===== src/rtl/fetch.sv =====
// fetch -- instruction fetch stage feeding the execute stage.
//
// Generates sequential word-aligned PCs, keeps exactly one request in flight
// on the instruction memory valid/ready handshake, and buffers returned
// words with their PCs in a small prefetch FIFO. The FIFO head is presented
// to execute as out_valid/out_instr/out_pc. A redirect from execute flushes
// the FIFO, retargets fetch_pc and discards any wrong-path response that is
// still in flight.
//
// Parameters:
//   RESET_PC   PC of the first fetch after reset (4-byte aligned)
//   DEPTH      prefetch FIFO entries (power of two, 2..8)
//
// Ports:
//   clk         clock, all state on rising edge
//   rst         synchronous active-high reset
//   hlt         execute stall: blocks pop and redirect
//   override    redirect request from execute
//   newpc       redirect target, valid with override
//   imem_valid  fetch request valid
//   imem_ready  one-cycle completion pulse, imem_rdata valid
//   imem_addr   fetch word address
//   imem_rdata  returned instruction word
//   out_valid   out_instr/out_pc hold a real instruction
//   out_instr   FIFO head instruction, NOP when empty
//   out_pc      FIFO head PC, previous value when empty
//   fault_align (FETCH_ALIGN_FAULT_EN only) sticky misaligned-redirect flag
//
// Build option: define FETCH_ALIGN_FAULT_EN to trap misaligned redirect
// targets instead of silently clearing newpc[1:0].
module fetch #(
  parameter logic [31:0] RESET_PC = 32'h0000_0000,
  parameter int          DEPTH    = 2
) (
  input  logic        clk,
  input  logic        rst,
  input  logic        hlt,
  input  logic        override,
  input  logic [31:0] newpc,
  output logic        imem_valid,
  input  logic        imem_ready,
  output logic [31:0] imem_addr,
  input  logic [31:0] imem_rdata,
  output logic        out_valid,
  output logic [31:0] out_instr,
  output logic [31:0] out_pc
`ifdef FETCH_ALIGN_FAULT_EN
  ,
  output logic        fault_align
`endif
);

  localparam int PTR_W = $clog2(DEPTH);
  localparam int CNT_W = PTR_W + 1;
  localparam logic [CNT_W-1:0] FULL_CNT = CNT_W'(DEPTH);
  localparam logic [31:0]      NOP      = 32'h0000_0013;

  typedef enum logic [1:0] {
    IDLE  = 2'd0,
    ISSUE = 2'd1,
    FULL  = 2'd2,
    HALT  = 2'd3
  } state_t;

  state_t             state_q, state_d;
  logic [31:0]        fetch_pc_q, fetch_pc_d;
  logic [31:0]        hold_addr_q, hold_addr_d;
  logic               discard_q, discard_d;
  logic [CNT_W-1:0]   count_q, count_d;
  logic [PTR_W-1:0]   rd_ptr_q, rd_ptr_d;
  logic [PTR_W-1:0]   wr_ptr_q, wr_ptr_d;
  logic [31:0]        last_pc_q;

  logic [31:0]        fifo_pc    [DEPTH];
  logic [31:0]        fifo_instr [DEPTH];

  logic               redirect;
  logic               accept;
  logic               push;
  logic               pop;
  logic               bad_align;
  logic               stop_fetch;
  logic [31:0]        target_pc;

  assign target_pc = {newpc[31:2], 2'b00};
  assign redirect  = override & ~hlt;
  assign accept    = (state_q == ISSUE) & imem_ready;
  // A response is only kept when it belongs to the current path.
  assign push      = accept & ~discard_q & ~redirect;
  assign pop       = out_valid & ~hlt & ~redirect;

`ifdef FETCH_ALIGN_FAULT_EN
  logic fault_q;

  assign bad_align   = redirect & (newpc[1:0] != 2'b00);
  assign stop_fetch  = fault_q | bad_align;
  assign fault_align = fault_q;

  always_ff @(posedge clk) begin
    if (rst) begin
      fault_q <= 1'b0;
    end else if (bad_align) begin
      fault_q <= 1'b1;
    end
  end
`else
  logic unused_newpc_lsb;

  assign unused_newpc_lsb = ^newpc[1:0];
  assign bad_align        = 1'b0;
  assign stop_fetch       = 1'b0;
`endif

  always_comb begin
    state_d     = state_q;
    fetch_pc_d  = fetch_pc_q;
    hold_addr_d = hold_addr_q;
    discard_d   = discard_q;
    count_d     = redirect ? '0 : (count_q + CNT_W'(push) - CNT_W'(pop));
    rd_ptr_d    = redirect ? wr_ptr_q : (rd_ptr_q + PTR_W'(pop));
    wr_ptr_d    = wr_ptr_q + PTR_W'(push);

    case (state_q)
      IDLE:  state_d = ISSUE;
      ISSUE: begin
        if (accept) begin
          discard_d = 1'b0;
          if (push) begin
            fetch_pc_d = fetch_pc_q + 32'd4;
            state_d    = (count_d == FULL_CNT) ? FULL : ISSUE;
          end else begin
            // Dropped response: fetch_pc already holds the redirect target.
            state_d = stop_fetch ? HALT : ISSUE;
          end
        end else if (redirect) begin
          // Request cannot be withdrawn; keep presenting its address until
          // it completes, then throw its data away.
          discard_d = 1'b1;
          if (!discard_q) begin
            hold_addr_d = fetch_pc_q;
          end
        end
      end
      FULL:    if (count_q < FULL_CNT) state_d = ISSUE;
      HALT:    state_d = HALT;
      default: state_d = IDLE;
    endcase

    if (redirect) begin
      if (!bad_align) begin
        fetch_pc_d = target_pc;
      end
      if ((state_q == IDLE) || (state_q == FULL)) begin
        state_d = stop_fetch ? HALT : ISSUE;
      end
    end
  end

  always_ff @(posedge clk) begin
    if (rst) begin
      state_q    <= IDLE;
      fetch_pc_q <= RESET_PC;
      discard_q  <= 1'b0;
      count_q    <= '0;
      rd_ptr_q   <= '0;
      wr_ptr_q   <= '0;
      last_pc_q  <= RESET_PC;
    end else begin
      state_q    <= state_d;
      fetch_pc_q <= fetch_pc_d;
      discard_q  <= discard_d;
      count_q    <= count_d;
      rd_ptr_q   <= rd_ptr_d;
      wr_ptr_q   <= wr_ptr_d;
      last_pc_q  <= out_pc;
    end
  end

  // Storage only; validity is tracked by count_q, so no reset is needed.
  always_ff @(posedge clk) begin
    hold_addr_q <= hold_addr_d;
    if (push) begin
      fifo_pc[wr_ptr_q]    <= fetch_pc_q;
      fifo_instr[wr_ptr_q] <= imem_rdata;
    end
  end

  assign imem_valid = (state_q == ISSUE);
  assign imem_addr  = discard_q ? hold_addr_q : fetch_pc_q;
  assign out_valid  = (count_q != '0);
  assign out_instr  = out_valid ? fifo_instr[rd_ptr_q] : NOP;
  // When empty, keep showing whatever PC was presented last cycle.
  assign out_pc     = out_valid ? fifo_pc[rd_ptr_q] : last_pc_q;

endmodule


===== config.mk =====
export PLATFORM = sky130hd
export DESIGN_NAME = fetch
export DESIGN_NICKNAME = d
export VERILOG_FILES = /design/src/rtl/fetch.sv
export SDC_FILE = /design/constraint.sdc
export NUM_CORES = 1
export LEC_CHECK = 0
export ABC_CLOCK_PERIOD_IN_PS = 5900
export CAP_MARGIN = 5
export CELL_PAD_IN_SITES_DETAIL_PLACEMENT = 0
export CELL_PAD_IN_SITES_GLOBAL_PLACEMENT = 1
export CORE_ASPECT_RATIO = 0.7
export CORE_UTILIZATION = 45
export CTS_CLUSTER_DIAMETER = 60
export DETAILED_ROUTE_END_ITERATION = 7
export GPL_TIMING_DRIVEN = 0
export HOLD_SLACK_MARGIN = 0.02
export PLACE_DENSITY_LB_ADDON = 0.1
export SLEW_MARGIN = 25
export SYNTH_ARGS = -nofsm -noshare
export SYNTH_HDL_FRONTEND = slang
export SYNTH_SLANG_ARGS = --single-unit

===== constraint.sdc =====
create_clock -name clk -period 5.9 [get_ports clk]
set_input_delay 1.18 -clock clk [delete_from_list [all_inputs] [get_ports clk]]
set_output_delay 1.18 -clock clk [all_outputs]
set_load 0.01 [all_outputs]

Routed clock nets over the placement:
Bar = 50 um.
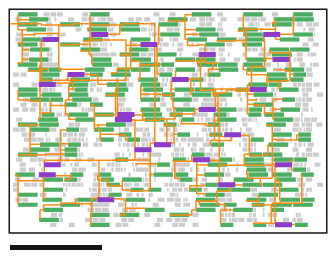
- cells driving clock nets: purple (count 23)
- flip-flops: green (count 225)
- clock wires: orange (length 2590 um)
- flops lie: all over the die

Placed cells, one colour a class:
Bar = 50 um.
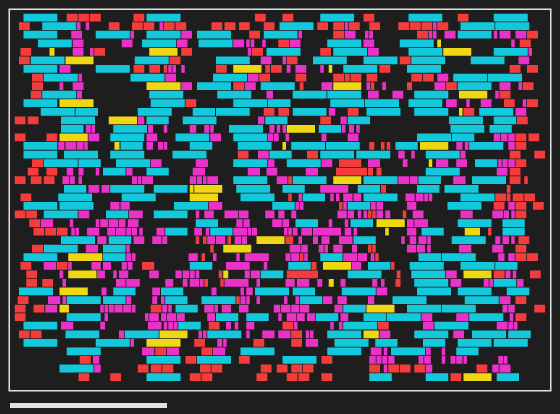
- clock drivers and dummy loads: yellow (cells 41; share of their area 6.7%)
- other buffers and delay cells: red (cells 207; share of their area 16%)
- all other logic: magenta (cells 420; share of their area 25%)
- flip-flops: cyan (cells 225; share of their area 52%)
core footprint: 19700 sq um
share of cell area taken by flip-flops and latches: 0.509
final design area excluding fillers: 11900 sq um
utilization of the core after routing: 0.604

==> qor.tcl <==
set qor(grt_setup_unrepaired) {false}
set qor(grt.busiest_layer) {met2}
set qor(grt-ovfl-total) 0
set qor(max-cap-violations) 0
set qor(critical_path.max_fanout) 10
set qor(numClockSinks) 225
set qor(yosysUniqueCellTypes) 38
set qor(min_path_type) {reg -> reg}
set qor(critPathCaptureType) {output pin}
set qor(place_hpwl_um) 14900
set qor(startpoint) {count_q[1]}
set qor(areaGrowthSynthToFinish_pct) 31.5
set qor(final_nets) 951
set qor(met2_usage) 0.320
set qor(worstPathRequired_ns) 4.72
set qor(fp-row-count) 43
set qor(p_leak_nw) 4.00
set qor(final_hold_viol_count) 0
set qor(io_buffer_count) 163
set qor(setup.worst_path.class) {reg -> out}
set qor(antenna_cells) 0
set qor(drt.antenna.violating_nets) 0
set qor(met1_use_gr) 0.308
set qor(detailroute.via_count) 5961
set qor(numSynthFlops) 225
set qor(internal_power_mw) 2.89
set qor(fmax_ghz) 0.240
set qor(io-pin-count) 167
set qor(number_of_antenna_violations_at_the_first_check_in_global_routing) 0
set qor(cts_inserted_buffers) 23
set qor(global_route.usage.total) 0.210
set qor(detail_route.drc_violations) 0
set qor(filler_cell_count) 1588
set qor(run_status) {completed}
set qor(wl_per_cell_um) 18.2
final cells by class:
| class | count | area share |
|---|---|---|
| Buffer | 41 | 0.0148 |
| Clock buffer | 31 | 0.0525 |
| Clock inverter | 10 | 0.0128 |
| Inverter | 11 | 0.00346 |
| Multi-Input combinational cell | 409 | 0.236 |
| Sequential cell | 225 | 0.509 |
| Tap cell | 270 | 0.0283 |
| Timing Repair Buffer | 166 | 0.143 |
layer usage:
layer / part of all wire / vias up
met4: 0.019 / 0
met1: 0.48 / 2880
met5: 0 / -
met3: 0.054 / 38
met2: 0.45 / 168
li1: - / 2875
registers in the layout (all words and copies together), names as in the netlist:
register     count
rd_ptr_q         1
fetch_pc_q      30
hold_addr_q     32
state_q          2
count_q          2
fifo_pc         60
discard_q        1
last_pc_q       32
fifo_instr      64
wr_ptr_q         1
worst paths after layout:
path	cells after the start	to	slack, ns
worst min register to register	0	fifo_pc[1][31]	0.53
worst max register to register	11	state_q[1]	3.40
worst max-delay path	7	out_instr[0]	1.74
worst min-delay path	0	fifo_pc[1][31]	0.53
power groups by stage:
stage	clock [mW]	sequential, mW	combinational (mW)
after detailed placement	0	1.83	0.424
after global routing	1.59	1.80	0.458
after floorplan	0	1.81	0.203
final	1.49	1.80	0.422
after CTS	1.53	1.80	0.427
after global placement	0	1.83	0.410
per-stage QoR:
stage               area, sq um  worst slack, ns
floorplan                  9060             2.24
global placement          11000            0.610
detailed placement        11100             2.16
CTS                       11900             1.67
global route              11900             1.48
finish                    11900             1.74
worst max-delay path: cells and delay by family (launching register included):
family                 cells  cell delay (ns)
buffers and inverters      5             1.89
and+or+nand+nor            2             0.26
DFF                        1             0.35
placed cells by master (no fill, tap or decap), types with 12 or more instances in the layout:
cell type | netlist | layout
nor2b_1 | 34 | 34
clkbuf_16 | 0 | 23
nand2_1 | 57 | 57
dfxtp_1 | 69 | 69
a211oi_1 | 26 | 26
clkbuf_1 | 22 | 28
mux2_2 | 23 | 23
edfxtp_1 | 156 | 156
nor3_1 | 12 | 12
mux2i_1 | 63 | 63
nor2_1 | 66 | 65
xnor2_1 | 22 | 22
clkdlybuf4s50_1 | 0 | 163
o21ai_0 | 40 | 40
cells by family after synthesis:
logic type | Yosys count | synth area share
muxes | 86 | 0.0981
buffers and inverters | 52 | 0.0240
adders and majority gates | 5 | 0.00690
xor gates and xnor gates | 29 | 0.0280
AOI/OAI and AO/OA | 78 | 0.0522
and+or+nand+nor | 211 | 0.121
DFF | 225 | 0.669
Power and IR drop assume default switching activity.
